<file path="src/rtl/seg_pkg.sv">
// Shared types and constants for the 4-digit multiplexed seven-segment scanner.
// Holds the digit-entry layout and the hex glyph table.
package seg_pkg;

    localparam int NUM_DIGITS = 4;
    localparam int DIG_W      = 2;
    localparam int PWM_W      = 3;

    typedef struct packed {
        logic       blank;
        logic       dp;
        logic [3:0] value;
    } seg_entry_t;

    localparam seg_entry_t ENTRY_RST = '{blank: 1'b1, dp: 1'b0, value: 4'h0};

    // Index 0 is the rightmost element; segments are {g,f,e,d,c,b,a}.
    localparam logic [15:0][6:0] HEX_SEG = {
        7'h71, 7'h79, 7'h5E, 7'h39,
        7'h7C, 7'h77, 7'h6F, 7'h7F,
        7'h07, 7'h7D, 7'h6D, 7'h66,
        7'h4F, 7'h5B, 7'h06, 7'h3F
    };

    function automatic logic [NUM_DIGITS-1:0] dig_onehot(
        input logic [DIG_W-1:0] dig
    );
        dig_onehot = NUM_DIGITS'(1) << dig;
    endfunction

endpackage

</file>
<file path="src/rtl/seg_hex_decode.sv">
// Combinational hex value to seven-segment glyph lookup.
// Pure table read; no state.
module seg_hex_decode
    import seg_pkg::*;
(
    input  logic [3:0] i_value,
    output logic [6:0] o_seg
);

    assign o_seg = HEX_SEG[i_value];

endmodule

</file>
<file path="src/rtl/seg_scan_ctrl.sv">
// Four-digit seven-segment scan controller with double-buffered digits,
// anti-ghost blanking and 3-bit PWM brightness.
module seg_scan_ctrl
    import seg_pkg::*;
#(
    parameter int SCAN_DIV  = 2500,
    parameter int BLANK_CYC = 8
)(
    input  logic       clk,
    input  logic       rst_n,
    input  logic       wr_valid,
    output logic       wr_ready,
    input  logic [1:0] wr_digit,
    input  logic [3:0] wr_value,
    input  logic       wr_dp,
    input  logic       wr_blank,
    input  logic [2:0] bright,
    output logic [6:0] seg,
    output logic       dp,
    output logic [3:0] dig_en,
    output logic       frame_tick
);

    localparam int SW_RAW = $clog2(SCAN_DIV);
    localparam int SW     = (SW_RAW > PWM_W) ? SW_RAW : PWM_W;

    localparam logic [SW-1:0] SLOT_LAST = SW'(SCAN_DIV - 1);
    localparam logic [SW-1:0] BLANK_END = SW'(BLANK_CYC);
    localparam logic [DIG_W-1:0] DIG_LAST = DIG_W'(NUM_DIGITS - 1);

    logic [SW-1:0]    r_slot_cnt;
    logic [DIG_W-1:0] r_cur_dig;
    seg_entry_t       r_shadow [NUM_DIGITS];
    seg_entry_t       r_active [NUM_DIGITS];

    logic [6:0]       r_seg;
    logic             r_dp;
    logic [3:0]       r_dig_en;
    logic             r_frame_tick;

    logic             w_slot_last;
    logic             w_commit;
    logic             w_wr_fire;
    logic             w_on;
    logic [PWM_W-1:0] w_pwm;
    logic             w_lit;
    seg_entry_t       w_cur;
    logic [6:0]       w_seg;
    seg_entry_t       w_wr_entry;

    assign w_slot_last = (r_slot_cnt == SLOT_LAST);
    assign w_commit    = w_slot_last && (r_cur_dig == DIG_LAST);
    assign wr_ready    = !w_commit;
    assign w_wr_fire   = wr_valid && wr_ready;

    assign w_wr_entry = '{blank: wr_blank, dp: wr_dp, value: wr_value};

    assign w_cur = r_active[r_cur_dig];
    assign w_on  = (r_slot_cnt >= BLANK_END);
    assign w_pwm = PWM_W'(r_slot_cnt - BLANK_END);
    assign w_lit = w_on && (w_pwm <= bright) && !w_cur.blank;

    seg_hex_decode u_hex (
        .i_value (w_cur.value),
        .o_seg   (w_seg)
    );

    always_ff @(posedge clk or negedge rst_n) begin
        if (!rst_n) begin
            r_slot_cnt <= '0;
            r_cur_dig  <= '0;
        end else if (w_slot_last) begin
            r_slot_cnt <= '0;
            r_cur_dig  <= r_cur_dig + 1'b1;
        end else begin
            r_slot_cnt <= r_slot_cnt + 1'b1;
        end
    end

    // Writes only touch the shadow copy; the display follows at the frame edge.
    always_ff @(posedge clk or negedge rst_n) begin
        if (!rst_n) begin
            for (int i = 0; i < NUM_DIGITS; i++) begin
                r_shadow[i] <= ENTRY_RST;
                r_active[i] <= ENTRY_RST;
            end
        end else begin
            if (w_wr_fire) begin
                r_shadow[wr_digit] <= w_wr_entry;
            end
            if (w_commit) begin
                for (int i = 0; i < NUM_DIGITS; i++) begin
                    r_active[i] <= r_shadow[i];
                end
            end
        end
    end

    always_ff @(posedge clk or negedge rst_n) begin
        if (!rst_n) begin
            r_seg        <= '0;
            r_dp         <= 1'b0;
            r_dig_en     <= '0;
            r_frame_tick <= 1'b0;
        end else begin
            r_frame_tick <= w_commit;
            if (w_lit) begin
                r_seg    <= w_seg;
                r_dp     <= w_cur.dp;
                r_dig_en <= dig_onehot(r_cur_dig);
            end else begin
                r_seg    <= '0;
                r_dp     <= 1'b0;
                r_dig_en <= '0;
            end
        end
    end

    assign seg        = r_seg;
    assign dp         = r_dp;
    assign dig_en     = r_dig_en;
    assign frame_tick = r_frame_tick;

endmodule

</file>
<file path="config.mk">
export PLATFORM = sky130hd
export DESIGN_NAME = seg_scan_ctrl
export DESIGN_NICKNAME = d
export VERILOG_FILES = /design/src/rtl/seg_pkg.sv /design/src/rtl/seg_hex_decode.sv /design/src/rtl/seg_scan_ctrl.sv
export SDC_FILE = /design/constraint.sdc
export NUM_CORES = 1
export LEC_CHECK = 0
export CORE_ASPECT_RATIO = 1.1
export CORE_UTILIZATION = 35
export DETAILED_ROUTE_END_ITERATION = 16
export MAX_ROUTING_LAYER = met4
export SLEW_MARGIN = 20
export SYNTH_ARGS = -nofsm -noshare
export SYNTH_HDL_FRONTEND = slang
export SYNTH_SLANG_ARGS = --single-unit
export TNS_END_PERCENT = 50
</file>
<file path="constraint.sdc">
create_clock -name clk -period 3.8 [get_ports clk]
set_input_delay 0.38 -clock clk [delete_from_list [all_inputs] [get_ports clk]]
set_output_delay 0.38 -clock clk [all_outputs]
set_load 0.01 [all_outputs]
</file>
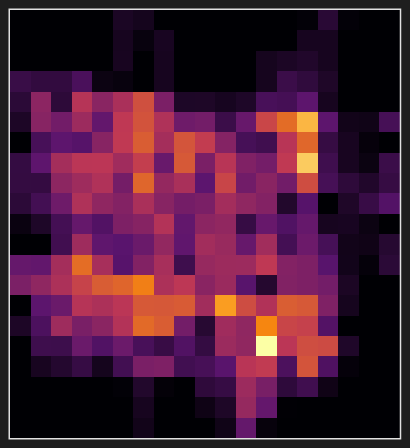
run_1/wire_density.png
19 x 21 tiles, from black (low) to pale yellow (high), scaled to the fullest tile. Values are wire area over tile area, all layers added.
tiles over half the peak	10%
nearly empty tiles	30%
mean over tiles	0.090
fullest tile	0.43
densest ninth of the die	center

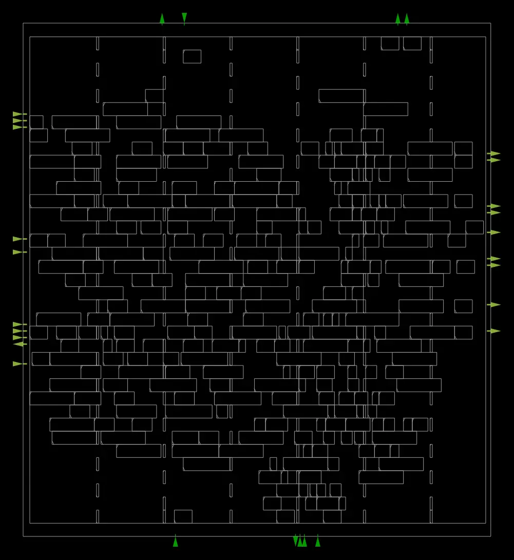
run_1/final_placement.png
seq_cells: 75
Seq/total area: 46.8%
Filler Cells Inserted: 867
total core area: 0.00949 mm2
Std-Cell Rows: 37

==> results.ini, run 1 <==
[clocking]
clk_pin_slew_ps = 80
cts_resized = 0
clock_latency_ps = 350
h-tree-depth = 3
cts_made_buffers = 9

[yosys]
synthArstFlopShare_pct = 100
ys.flop_type = dfrtp_1
ys_cells = 249
yosysUniqueCellTypes = 39
simple_gate_share_pct = 8.66
yosys.area_share.xor_xnor_pct = 3.30
yosys_warnings = 0
post-synth-top-area-fraction_pct = 48.5
fa_ha_area_share_pct = 5.43
edf_count = 0

[drt]
drtIter0Drc = 100
wl_met3_um = 248
wirelength_um = 5960

[setup_path]
reg2reg_slack_ps = 1170
rr_endpoint = r_shadow[4]
startpoint = r_slot_cnt[4]
cp_slowest_cell = or4_4
cp_max_fo = 11

[timing]
hold_viol = 0
fin_skew_ps = 7.37
fin_tns_setup_ps = 0
min_period_ps = 2780
slew_violations = 0
worst_slack_ps = 1020
setup-violations-final = 0
fmaxAchievable_ghz = 0.359

[finish]
drive_gt1_share_pct = 30.9
mostFrequentLayoutCell = dfrtp_1
layout_top_cells = dfrtp_1, mux2_2, clkdlybuf4s50_1
fin_nets = 309

[placement]
port_buffers = 27
hpwlAfterDp_um = 4160

[outcome]
status = completed

[global_routing]
grt_overflow = 0
grt_pass1_vias = 2049

[floorplanning]
die_h_um = 106

[power]
power_mw = 1.60

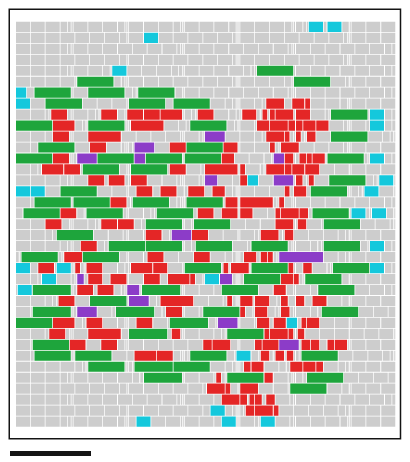
run_1/cell_classes.png
Scale bar: 20 um. Fill, decap, tap and diode cells in gray.
color	class	cells	share of their area
cyan	other buffers and delay cells	29	7.3%
green	flops	75	49%
purple	clock drivers and dummy loads	16	5.1%
red	all other logic	165	39%

==> run 1: worst min path at each step <==
stage,start,to,slack (ps)
3_3_place_gp,r_slot_cnt[4],r_slot_cnt[4],480
4_1_cts,rst_n,r_active[1],190
3_5_place_dp,r_slot_cnt[4],r_slot_cnt[4],490
6_report,rst_n,r_shadow[7],140
2_1_floorplan,rst_n,dig_en[0],80
5_1_grt,rst_n,r_active[1],240
==> run 1: cell type report <==
cell class	instances	area [um2]
Clock inverter	7	76.3
Tap cell	117	146
Inverter	10	37.5
Sequential cell	75	1890
Multi-Input combinational cell	155	1480
Clock buffer	9	124
Fill cell	867	5460
Timing Repair Buffer	29	283
==> run 1: report_power, final <==
group	switching, mW	internal [mW]	total [mW]
sequential	0.0269	0.855	0.882
clock	0.300	0.306	0.606
combinational	0.0445	0.0665	0.111
==> run 2: changes to the inputs <==
==> constraint.sdc (replaced) <==
create_clock -name clk -period 2.5 [get_ports clk]
set_input_delay 0.25 -clock clk [delete_from_list [all_inputs] [get_ports clk]]
set_output_delay 0.25 -clock clk [all_outputs]
set_load 0.01 [all_outputs]
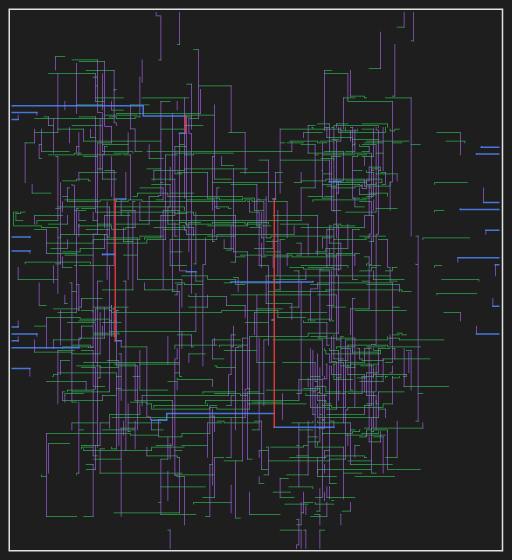
run_2/metal_stack.png
color	layer	wire length
red	met4	76.2 um
green	met1	2900 um
purple	met2	3030 um
blue	met3	173 um

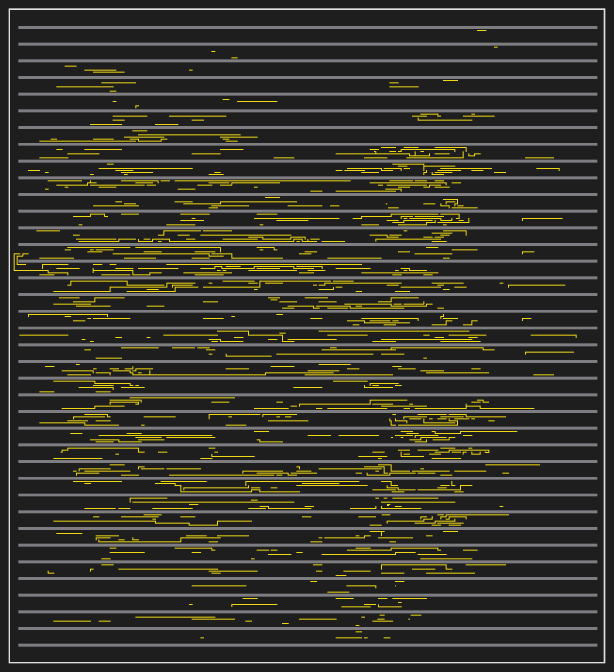
run_2/met1.png
Supply wires on this layer in gray.
main direction	horizontal
longest straight run	31.7 um

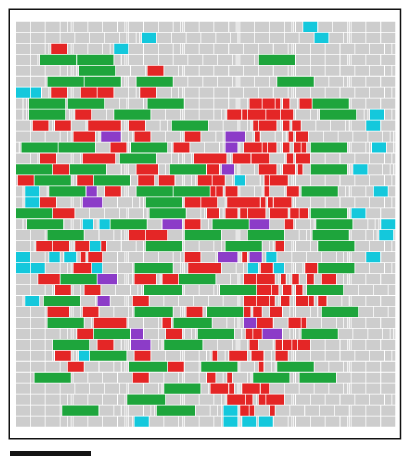
run_2/cell_classes.png
Scale bar: 20 um. Fill, decap, tap and diode cells in gray.
color	class	cells	share of their area
green	flops	75	48%
cyan	other buffers and delay cells	37	8.7%
purple	clock drivers and dummy loads	16	4.7%
red	all other logic	165	39%

==> results.ini, run 2 <==
[yosys]
ys.flop_type = dfrtp_1
yosys_warnings = 0  ; unchanged
top_area_cell = dfrtp_1
post-synth-top-area-fraction_pct = 48.5  ; unchanged
ys_cells = 249  ; unchanged
top_cells_by_area = dfrtp_1, mux2_2, dfstp_2
yosys-stat-area_mm2 = 0.00345
yosysUniqueCellTypes = 39  ; unchanged
yosys_register_bits = 75
edf_count = 0  ; unchanged
synthArstFlopShare_pct = 100  ; unchanged
postSynthNetCount = 278

[clocking]
hold_buffers = 0
h-tree-depth = 3  ; unchanged
clk_pin_slew_ps = 80  ; about the same
cts_made_buffers = 9  ; unchanged
cts_resized = 1  ; +1
clock_latency_ps = 350  ; about the same
clock_path_buffers = 2
postCtsSetupBuffers = 0
clock-sinks = 75

[drt]
num_vias = 2044
drc = 0
wirelength_um = 6180  ; +3.6%
dr.pass1.iters = 4
drtIter0Drc = 54  ; -46%

[finish]
seq_share_pct = 46.3  ; -0.49 points
nClkBuffers = 9  ; unchanged
fin_nets = 317  ; +2.6%
n_all_buffers = 37  ; +28%
mostFrequentLayoutCell = dfrtp_1
area_delta_synth_final_pct = 18.0
regArea_mm2 = 0.00189  ; unchanged
nFillCells = 903  ; +4.2%
combGateArea_mm2 = 0.00148  ; unchanged
final-nonclk-buf-share_pct = 8.38  ; +1.4 points
logic_gate_count = 155  ; unchanged
clk_share_pct = 4.51  ; -0.45 points
comb_share_pct = 36.3  ; -0.38 points
layout_top_cells = dfrtp_1, mux2_2, clkdlybuf4s50_1
n_all_inverters = 10  ; unchanged
largest_class = sequential cells
drive_gt1_share_pct = 32.8  ; +1.9 points
finalNonFillerCells = 410
nFlopsAndLatches = 75  ; unchanged
fin_area_mm2 = 0.00408

[global_routing]
grt_pass1_vias = 2125  ; +3.7%
grt_overflow = 0  ; unchanged
grt_usage_pct = 13.8
antenna_found_initial = 0

[timing]
slew_violations = 0  ; unchanged
tightestPinTransition_ps = 920
fin_tns_setup_ps = 0  ; unchanged
min_period_ps = 2370
hold_viol = 0  ; unchanged
fmaxAchievable_ghz = 0.421
setup-violations-final = 0  ; unchanged
worst_slack_ps = 125  ; -892 ps
fin_skew_ps = 6.21  ; -1.15 ps

[floorplanning]
die_x_um = 96.7
coreArea_mm2 = 0.00949  ; unchanged
rows = 37  ; unchanged
num_tap_cells = 117  ; unchanged
chipArea_mm2 = 0.0103
die_h_um = 106  ; unchanged

[placement]
place_congestion = 0.775
hpwlAfterDp_um = 4270  ; +2.8%
port_buffers = 27  ; unchanged
pre_cts_ws_ps = 170
placed_cells = 394
postPlaceCellArea_mm2 = 0.00389

[setup_path]
end_kind = primary output
cp_slowest_stage_delay_ps = 530
cp_max_fo = 4  ; -7
r2r-start = r_slot_cnt[3]
rr_endpoint = r_active[22]
cp_slowest_cell = or4_4
critPathLaunchType = flip-flop
rr_worst_depth = 6
crit_buf_inv = 1
path_depth = 4
critPathTopFamily = simple AND/OR/NAND/NOR gates
crit_type = reg2out
startpoint = r_slot_cnt[3]
reg2reg_slack_ps = 170  ; -1000 ps

[outcome]
status = completed

[power]
power_mw = 2.39  ; +49%

[worst_hold_path]
min_path_type = in2async

-- run 2: metal layers --
metal / global-route usage (%) / wire length [um] / vias to the layer above
met4: 5.76 / 76 / 0
met2: 20.9 / 3030 / 32
met1: 17.7 / 2900 / 1041
met3: 3.55 / 172 / 10
li1: - / - / 961
met5: - / 0 / -
-- run 2: kinds of logic after synthesis --
logic type | share of synthesized area, %
AND-OR/OR-AND | 3.48
XOR/XNOR | 3.30
adder cells (fa/ha/maj) | 5.43
buffers and inverters | 2.53
flip-flops | 54.6
multiplexers | 22.0
AND/OR/NAND/NOR | 8.66
-- run 2: power breakdown --
group	leakage, nW	total, mW	internal (mW)	switching [mW]
sequential	0.931	1.34	1.30	0.0367
combinational	0.801	0.173	0.105	0.0680
clock	0.0912	0.878	0.378	0.501
No activity file was given, so power comes from the tool's default toggle rates.
